**src/rtl/bf8b_mem_pkg.sv**
```systemverilog
// Shared widths and the read-owner encoding for the eightbit core memory port.
// ARB_ROUND_ROBIN_EN selects alternating arbitration in users of this package.
package bf8b_mem_pkg;

  localparam int ADDR_W_DEF     = 8;
  localparam int DATA_W_DEF     = 8;
  localparam int STARVE_MAX_DEF = 3;
  localparam int CNT_W          = 4;

  typedef enum logic [1:0] {
    SRC_NONE  = 2'd0,
    SRC_IF    = 2'd1,
    SRC_LS_RD = 2'd2
  } owner_e;

endpackage

```
**src/rtl/mem_arb_pick.sv**
```systemverilog
// Combinational grant pick between fetch and load/store.
// ARB_ROUND_ROBIN_EN: tie goes to the source that did not win last; otherwise LS wins unless IF is starved.
module mem_arb_pick
  import bf8b_mem_pkg::*;
`ifndef ARB_ROUND_ROBIN_EN
#(
  parameter int STARVE_MAX = STARVE_MAX_DEF
)
`endif
(
  input  logic             if_req,
  input  logic             ls_req,
`ifdef ARB_ROUND_ROBIN_EN
  input  logic             last_winner_ls,
`else
  input  logic [CNT_W-1:0] starve_cnt,
`endif
  output logic             if_gnt,
  output logic             ls_gnt
);

  logic if_prio;

`ifdef ARB_ROUND_ROBIN_EN
  assign if_prio = last_winner_ls;
`else
  assign if_prio = (starve_cnt == CNT_W'(STARVE_MAX));
`endif

  always_comb begin
    ls_gnt = ls_req & ~(if_req & if_prio);
    if_gnt = if_req & ~ls_gnt;
  end

endmodule

```
**src/rtl/mem_port_arbiter.sv**
```systemverilog
// Merges instruction fetch and load/store onto one single-port byte memory, one access per cycle.
// ARB_ROUND_ROBIN_EN defined: alternating tie-break; undefined: LS priority with starvation escape.
//
// owner     | meaning
// SRC_NONE  | no read returns this cycle
// SRC_IF    | mem_rdata belongs to the fetch granted last cycle
// SRC_LS_RD | mem_rdata belongs to the load granted last cycle
module mem_port_arbiter
  import bf8b_mem_pkg::*;
#(
  parameter int ADDR_W     = ADDR_W_DEF,
  parameter int DATA_W     = DATA_W_DEF,
  parameter int STARVE_MAX = STARVE_MAX_DEF
) (
  input  logic              clk,
  input  logic              rst,
  input  logic              if_req,
  input  logic [ADDR_W-1:0] if_addr,
  output logic              if_gnt,
  output logic              if_rvalid,
  output logic [DATA_W-1:0] if_rdata,
  input  logic              ls_req,
  input  logic              ls_we,
  input  logic [ADDR_W-1:0] ls_addr,
  input  logic [DATA_W-1:0] ls_wdata,
  output logic              ls_gnt,
  output logic              ls_rvalid,
  output logic [DATA_W-1:0] ls_rdata,
  output logic [ADDR_W-1:0] mem_addr,
  output logic              mem_we,
  output logic [DATA_W-1:0] mem_wdata,
  input  logic [DATA_W-1:0] mem_rdata
);

  owner_e            owner, owner_nxt;
  logic [ADDR_W-1:0] last_addr;
  logic [DATA_W-1:0] last_wdata;
  logic              if_req_v, ls_req_v;

  // Requests are masked during reset so nothing reaches the memory.
  assign if_req_v = if_req & ~rst;
  assign ls_req_v = ls_req & ~rst;

`ifdef ARB_ROUND_ROBIN_EN
  logic last_winner_ls;

  always_ff @(posedge clk) begin
    if (rst)         last_winner_ls <= 1'b0;
    else if (if_gnt) last_winner_ls <= 1'b0;
    else if (ls_gnt) last_winner_ls <= 1'b1;
  end

  mem_arb_pick u_pick (
    .if_req         (if_req_v),
    .ls_req         (ls_req_v),
    .last_winner_ls (last_winner_ls),
    .if_gnt         (if_gnt),
    .ls_gnt         (ls_gnt)
  );
`else
  logic [CNT_W-1:0] starve_cnt;

  always_ff @(posedge clk) begin
    if (rst)
      starve_cnt <= '0;
    else if (if_gnt)
      starve_cnt <= '0;
    else if (if_req_v && ls_gnt && starve_cnt != CNT_W'(STARVE_MAX))
      starve_cnt <= starve_cnt + 1'b1;
  end

  mem_arb_pick #(
    .STARVE_MAX (STARVE_MAX)
  ) u_pick (
    .if_req     (if_req_v),
    .ls_req     (ls_req_v),
    .starve_cnt (starve_cnt),
    .if_gnt     (if_gnt),
    .ls_gnt     (ls_gnt)
  );
`endif

  always_ff @(posedge clk) begin
    if (rst) owner <= SRC_NONE;
    else     owner <= owner_nxt;
  end

  always_comb begin
    owner_nxt = SRC_NONE;
    if (if_gnt)                owner_nxt = SRC_IF;
    else if (ls_gnt && !ls_we) owner_nxt = SRC_LS_RD;
  end

  // Gating with rst kills a return that was in flight when reset arrived.
  always_comb begin
    if_rvalid = (owner == SRC_IF)    & ~rst;
    ls_rvalid = (owner == SRC_LS_RD) & ~rst;
  end

  always_ff @(posedge clk) begin
    if (rst) begin
      last_addr  <= '0;
      last_wdata <= '0;
    end else if (if_gnt) begin
      last_addr  <= if_addr;
    end else if (ls_gnt) begin
      last_addr  <= ls_addr;
      last_wdata <= ls_wdata;
    end
  end

  always_comb begin
    mem_addr  = last_addr;
    mem_wdata = last_wdata;
    mem_we    = 1'b0;
    if (if_gnt) begin
      mem_addr = if_addr;
    end else if (ls_gnt) begin
      mem_addr  = ls_addr;
      mem_wdata = ls_wdata;
      mem_we    = ls_we;
    end
  end

  assign if_rdata = mem_rdata;
  assign ls_rdata = mem_rdata;

endmodule

```
**config.mk**
```make
export PLATFORM = sky130hd
export DESIGN_NAME = mem_port_arbiter
export DESIGN_NICKNAME = d
export VERILOG_FILES = /design/src/rtl/bf8b_mem_pkg.sv /design/src/rtl/mem_arb_pick.sv /design/src/rtl/mem_port_arbiter.sv
export SDC_FILE = /design/constraint.sdc
export NUM_CORES = 1
export LEC_CHECK = 0
export CAP_MARGIN = 15
export CORE_ASPECT_RATIO = 1.75
export CORE_MARGIN = 2
export CORE_UTILIZATION = 39
export CTS_BUF_LIST = sky130_fd_sc_hd__clkbuf_16
export CTS_CLUSTER_SIZE = 40
export DETAILED_ROUTE_END_ITERATION = 6
export PLACE_DENSITY = 0.79
export REMOVE_ABC_BUFFERS = 1
export SLEW_MARGIN = 30
export SYNTH_ARGS = -nofsm -noshare
export SYNTH_HDL_FRONTEND = slang
export SYNTH_SLANG_ARGS = --single-unit
```
**constraint.sdc**
```tcl
create_clock -name clk -period 2.16 [get_ports clk]
set_clock_uncertainty 0.15 [all_clocks]
set_input_delay 0.324 -clock clk [delete_from_list [all_inputs] [get_ports clk]]
set_output_delay 0.324 -clock clk [all_outputs]
set_load 0.02 [all_outputs]
```
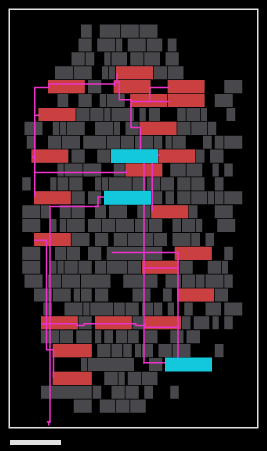
**Above:** run 1 (clock wires, drivers and flops).
Bar = 10 um.
[magenta] clock wires | length: 317 um
[cyan] cells driving clock nets | count: 3
[red] flip-flops | count: 22
routed clock nets: 4
clk latency late pin: 0.26 ns
clock power share: 40.9%
P_clk: 524 uW

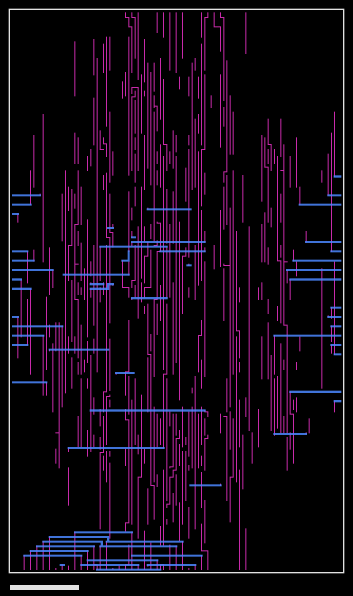
**Above:** run 1 (metal layers overlaid).
Bar = 10 um. Two of the layers only.
[blue] met3 | wire length: 327 um
[magenta] met2 | wire length: 2,400 um

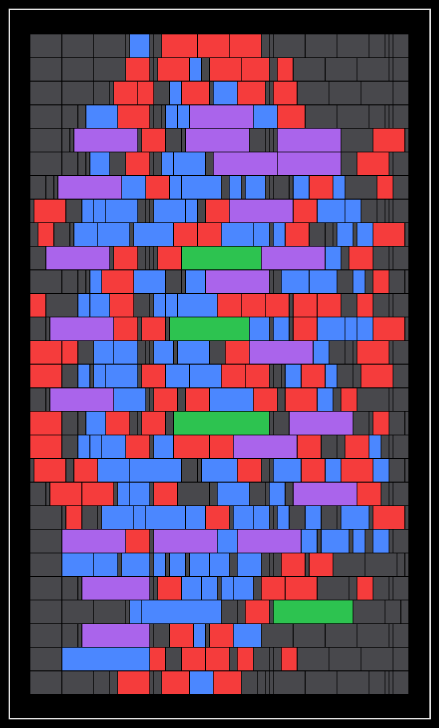
**Above:** run 1 (placement by cell class).
Fill, decap, tap and diode cells in grey.
[green] clock drivers and dummy loads | cells: 4 | share of their area: 4.9%
[red] other buffers and delay cells | cells: 102 | share of their area: 38%
[blue] all other logic | cells: 113 | share of their area: 37%
[purple] flops | cells: 22 | share of their area: 21%

==> results.cfg, run 1 <==
; yosys + openroad results
[detailed_routing]
ant_nets = 0
viasPerCell = 5.262

[yosys]
area_leaders = dfxtp_1 (33%), buf_4 (12%), nand2_1 (7.3%)
ys_sh_simple_pct = 24.77
ys_chip_area_um2 = 1344
synth_cell_types = 33
synth_flops = 22
syn-cell-area_um2 = 1344
synthAoiAreaFrac_pct = 19.74

[outcome]
status = finished, final reports clean

[finish]
post-route-util_pct = 65.83
syn2layout_area_growth_pct = 63.04
stdcell_count = 286
seq-cell-share_pct = 20.22

[worst_setup_path]
cpMostUsedCell = buf_4
max_stage_delay_ns = 0.35
path_cells = ha_4, and4bb_1, buf_4, nor3_2, a31oi_1, buf_4

[placed_design]
post_dp_cell_area_um2 = 2034

[power_and_ir_drop]
p_leak_nw = 0.9834

[hold_path]
hold_depth = 2

[clock_tree]
hold_buffers = 0
clock_path_buffers = 2

[global_routing]
grt_pass1_wl_um = 6872

[die]
initial_utilization_pct = 40.38
[run 1: flip-flops by register name, summed over array words and instances, names as in the netlist]
name        cells
last_addr       8
last_wdata      8
owner           2
starve_cnt      4
[run 1: logic make-up (layout without fill, tap and decap cells)]
| family | after synthesis | count (layout) |
|---|---|---|
| AND-OR/OR-AND | 38 | 38 |
| adder cells (fa/ha/maj) | 1 | 1 |
| buffers and inverters | 32 | 109 |
| multiplexers | 8 | 8 |
| flip-flops | 22 | 22 |
| AND/OR/NAND/NOR | 63 | 63 |
[run 1: metal layers]
layer	wire [um]	part of all wire [%]	vias up	track usage, %
met4	119	2.6	0	10.57
li1	-	-	721	-
met5	0	0	-	0
met2	2398	53	84	42.78
met1	1668	37	691	22.47
met3	326	7.2	9	6.727
[run 1: where the power goes]
| group | switching [mW] | internal, mW | leakage, nW | total [mW] |
|---|---|---|---|---|
| Combinational | 0.156 | 0.160 | 0.751 | 0.316 |
| Clock | 0.156 | 0.368 | 0.0511 | 0.524 |
| Sequential | 0.0112 | 0.429 | 0.182 | 0.440 |
[run 1: critical path, delay by kind of cell, from the launching register on]
family,cells,cell delay [ns]
DFF,1,0.35
AOI/OAI and AO/OA,1,0.20
and+or+nand+nor,2,0.31
adders and majority gates,1,0.17
buffers and inverters,2,0.39
[run 1: worst paths after layout]
path / startpoint / endpoint / slack [ns]
max: starve_cnt[0]$_SDFFE_PP0P_ / mem_addr[2] / 0.01
min: last_wdata[2]$_SDFF_PP0_ / last_wdata[2]$_SDFF_PP0_ / 0.31
max reg2reg: starve_cnt[0]$_SDFFE_PP0P_ / last_addr[2]$_SDFF_PP0_ / 0.53
min reg2reg: last_wdata[2]$_SDFF_PP0_ / last_wdata[2]$_SDFF_PP0_ / 0.31
--- run 2 (diff from run 1) ---
- CTS_BUF_LIST: sky130_fd_sc_hd__clkbuf_16 -> not set
- SLEW_MARGIN: 30 -> 10
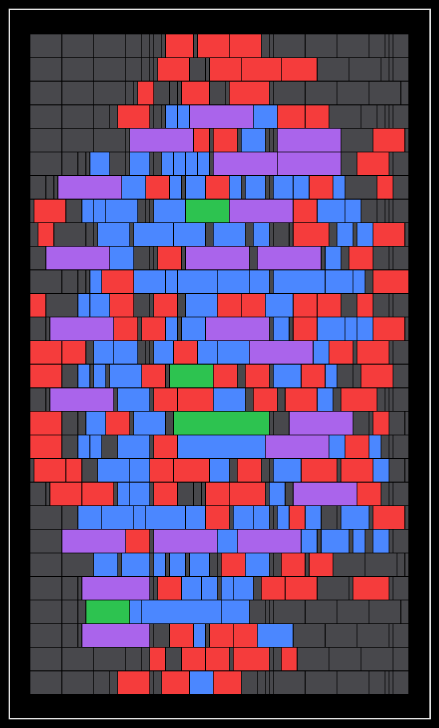
**Above:** run 2 (placement by cell class).
Fill, decap, tap and diode cells in grey.
[blue] all other logic | cells: 113 | share of their area: 37%
[purple] flops | cells: 22 | share of their area: 21%
[red] other buffers and delay cells | cells: 99 | share of their area: 39%
[green] clock drivers and dummy loads | cells: 4 | share of their area: 3.4%

==> results.cfg, run 2 <==
; yosys + openroad results
[power_and_ir_drop]
power_frac_comb_pct = 27.1
p_sw_uw = 306.3
p_clk_uw = 392
maxPowerGroup = sequential cells
comb_cell_power_uw = 308

[outcome]
status = finished, final reports clean

[detailed_routing]
drt-met1-wl_um = 1552
route.met2.wl_um = 2328
viasPerCell = 5.180

[global_routing]
use_met3_pct = 6.364
use_met2_pct = 39.03
grtUsageMet1_pct = 19.78
grt_pass1_wl_um = 6361
grt-busiest-layer = met2

[yosys]
area_leaders = dfxtp_1 (33%), buf_4 (12%), nand2_1 (7.3%)
syn-cell-area_um2 = 1344
ys_sh_simple_pct = 24.77
ys_chip_area_um2 = 1344
synth_flops = 22

[worst_setup_path]
path_cells = ha_4, and4bb_1, buf_6, nor3_2, a31oi_1, buf_2
max_stage_delay_ns = 0.36

[finish]
syn2layout_area_growth_pct = 62.20
top_regs = last_addr: 8 flops, last_wdata: 8 flops, starve_cnt: 4 flops

[clock_tree]
insertion_delay_ns = 0.27

[die]
initial_utilization_pct = 40.38
==> run 2: cell count changes in the layout (fill, tap and decap cells not counted), moves of 2 or more <==
cell and delta:
clkbuf_2 -4, buf_4 -8, clkbuf_16 -3, buf_6 +7
dlymetal6s2s_1 +2, clkbuf_8 +3
==> run 2: path summary, 6_finish.rpt <==
check,start,endpoint,slack (ns),cells past startpoint
min,last_wdata[2]$_SDFF_PP0_,last_wdata[2]$_SDFF_PP0_,0.32,2
max reg2reg,starve_cnt[1]$_SDFFE_PP0P_,starve_cnt[3]$_SDFFE_PP0P_,0.54,5
min reg2reg,last_wdata[2]$_SDFF_PP0_,last_wdata[2]$_SDFF_PP0_,0.32,2
max,starve_cnt[1]$_SDFFE_PP0P_,mem_addr[2],0.03,6
==> run 2: through the flow <==
step	hold slack, ns	instance area, um2	setup TNS [ns]	utilization, %
after global routing	0.3349	2180	-0.07077	65.49
final	0.3168	2180	0	65.49
after global placement	0.3013	2034	-9.417	61.13
after CTS	0.3194	2093	-0.4289	62.89
after floorplan	0.2386	1142	0	-
after detailed placement	0.3076	2034	-9.826	61.13
==> run 2: final cells by class <==
type	instances	area [um2]	share of cell area [%]
Sequential cell	22	442.9	20.32
Inverter	3	11.26	0.5166
Multi-Input combinational cell	110	765.7	35.13
Clock buffer	3	41.29	1.894
Tap cell	45	56.30	2.583
Timing Repair Buffer	99	832.0	38.17
Clock inverter	1	30.03	1.378
==> run 2: tightest hold or removal path, delay by kind of cell, from the launching register on <==
family	cells	cell delay, ns
compound gates	2	0.11
flops	1	0.31
==> run 2: what timing repair did <==
item / in CTS / in global routing
buffers inserted: 1 / 3
pin swaps: 1 / 5
hold endpoints to repair: 0 / 0
cloned: 0 / 0
endpoints found under the setup margin: 21 / 20
resized: 65 / 40
--- run 3 (diff from run 2) ---
- CORE_UTILIZATION: 39 -> 30
- PLACE_DENSITY: 0.79 -> 0.63
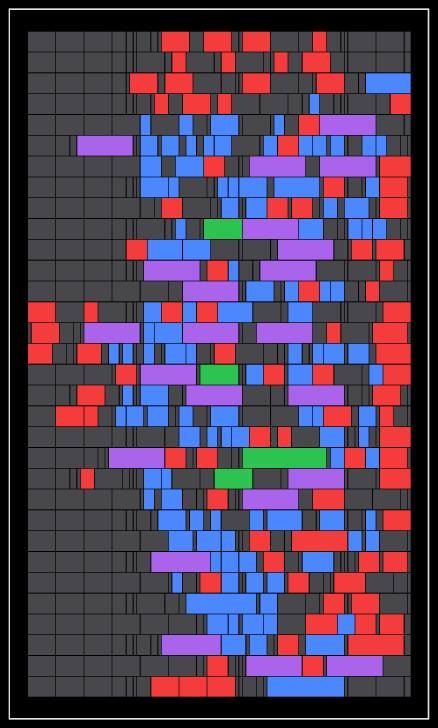
**Above:** run 3 (placement by cell class).
Fill, decap, tap and diode cells in grey.
[blue] all other logic | cells: 113 | share of their area: 38%
[purple] flops | cells: 22 | share of their area: 22%
[green] clock drivers and dummy loads | cells: 4 | share of their area: 3.5%
[red] other buffers and delay cells | cells: 87 | share of their area: 37%

==> results.cfg, run 3 <==
; yosys + openroad results
[die]
initial_utilization_pct = 30.79

[detailed_routing]
top_layer_used = met4
drt-met1-wl_um = 1601
viasPerCell = 5.007
ant_nets = 0

[clock_tree]
hold_buffers = 0
clock_path_buffers = 2

[yosys]
syn-cell-area_um2 = 1344
ys_chip_area_um2 = 1344

[global_routing]
grt_pass1_wl_um = 6134

[outcome]
status = finished, final reports clean

[hold_path]
min_from = last_wdata[7]$_SDFF_PP0_
hold_depth = 2
holdPathEnd = last_wdata[7]$_SDFF_PP0_

[worst_setup_path]
worstReg2RegEnd = starve_cnt[3]$_SDFFE_PP0P_
timing.rr.start = starve_cnt[0]$_SDFFE_PP0P_

[finish]
top_regs = last_addr: 8 flops, last_wdata: 8 flops, starve_cnt: 4 flops

[placed_design]
post_dp_cell_area_um2 = 1999

[final_timing]
setup_tns_ns = 0
hold_ws_ns = 0.3199
run 3: netlist changes by cell type in the layout (fill, tap and decap cells not counted), moves of 2 or more:
cell      previous run  this run
buf_4               46        33
nor3_2               8         2
clkbuf_2             3         1
buf_12               0         2
nor3_1               0         6
buf_2                8        13
buf_6                8         4
run 3: routing by layer:
layer  vias up  GRT usage (%)
met5         -              0
met4         0          6.875
met3         7          3.871
met2        65          28.47
met1       628          17.93
li1        687              -
run 3: area by class of cell:
class / count / area, um2 / area share, %
flip-flops and latches: 22 / 442.9 / 21.26
multi-input cells: 110 / 748.2 / 35.92
clock inverters: 1 / 30.03 / 1.441
clock buffers: 3 / 41.29 / 1.982
well taps: 51 / 63.81 / 3.063
inverters: 3 / 11.26 / 0.5405
repair buffers: 87 / 745.7 / 35.80
run 3: critical path, cell delays in order (launching register included):
cell	delay, ns
dfxtp_2	0.34
ha_4	0.17
and4bb_1	0.23
buf_12	0.16
buf_4	0.15
o21ai_2	0.13
nand2_1	0.06
buf_2	0.15
run 3: logic make-up (layout without fill, tap and decap cells):
group	count (synthesis)	in the layout	synth area share, %
mux	8	8	5.959
flops	22	22	32.77
compound gates	38	38	19.74
fa+ha+maj	1	1	0.9309
buf+inv	32	94	15.83
simple gates	63	63	24.77
run 3: timing repair:
action                                 CTS  global route
pin swaps                                2             0
setup buffers                            1             0
resized                                 80            15
endpoints found under the hold margin    0             0
setup endpoints to repair               21            21
run 3: power breakdown:
| part | total (mW) | internal (mW) | switching (mW) |
|---|---|---|---|
| clock network | 0.385 | 0.248 | 0.138 |
| logic | 0.293 | 0.148 | 0.145 |
| registers | 0.440 | 0.428 | 0.0116 |
| total | 1.12 | 0.824 | 0.294 |

==> screenshots <==
Sequential cells coloured by netlist name.
shot_01.png
Bar = 20 um. Other sequential cells in the stronger grey, the rest of the logic in the fainter grey.
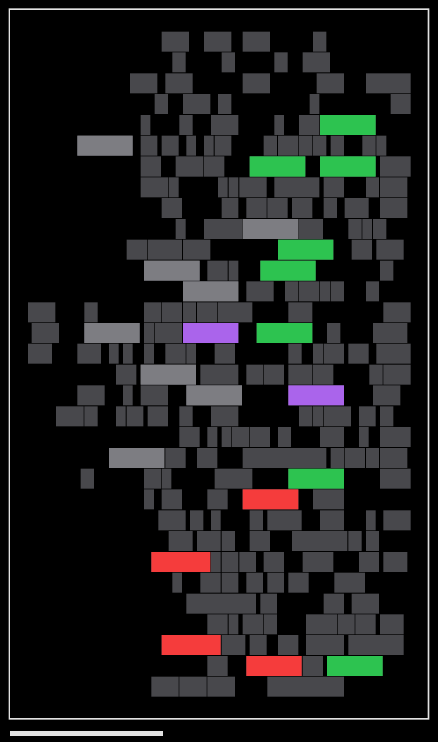
shot_02.png
Bar = 10 um. Other sequential cells in the stronger grey, the rest of the logic in the fainter grey.
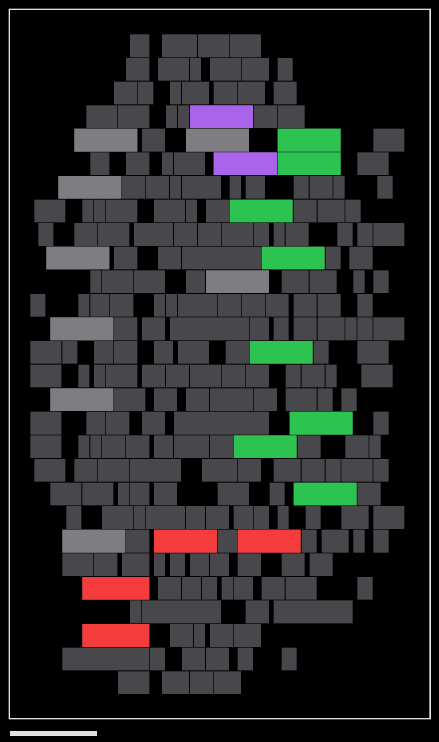
| picture | from |
|---|---|
| shot_02.png | run 1 |
| shot_01.png | run 3 |

Key to shot_02.png:
[red] `starve_cnt` | flops: 4
[green] `last_wdata` | flops: 8
[purple] `owner` | flops: 2

Power and IR drop assume default switching activity.
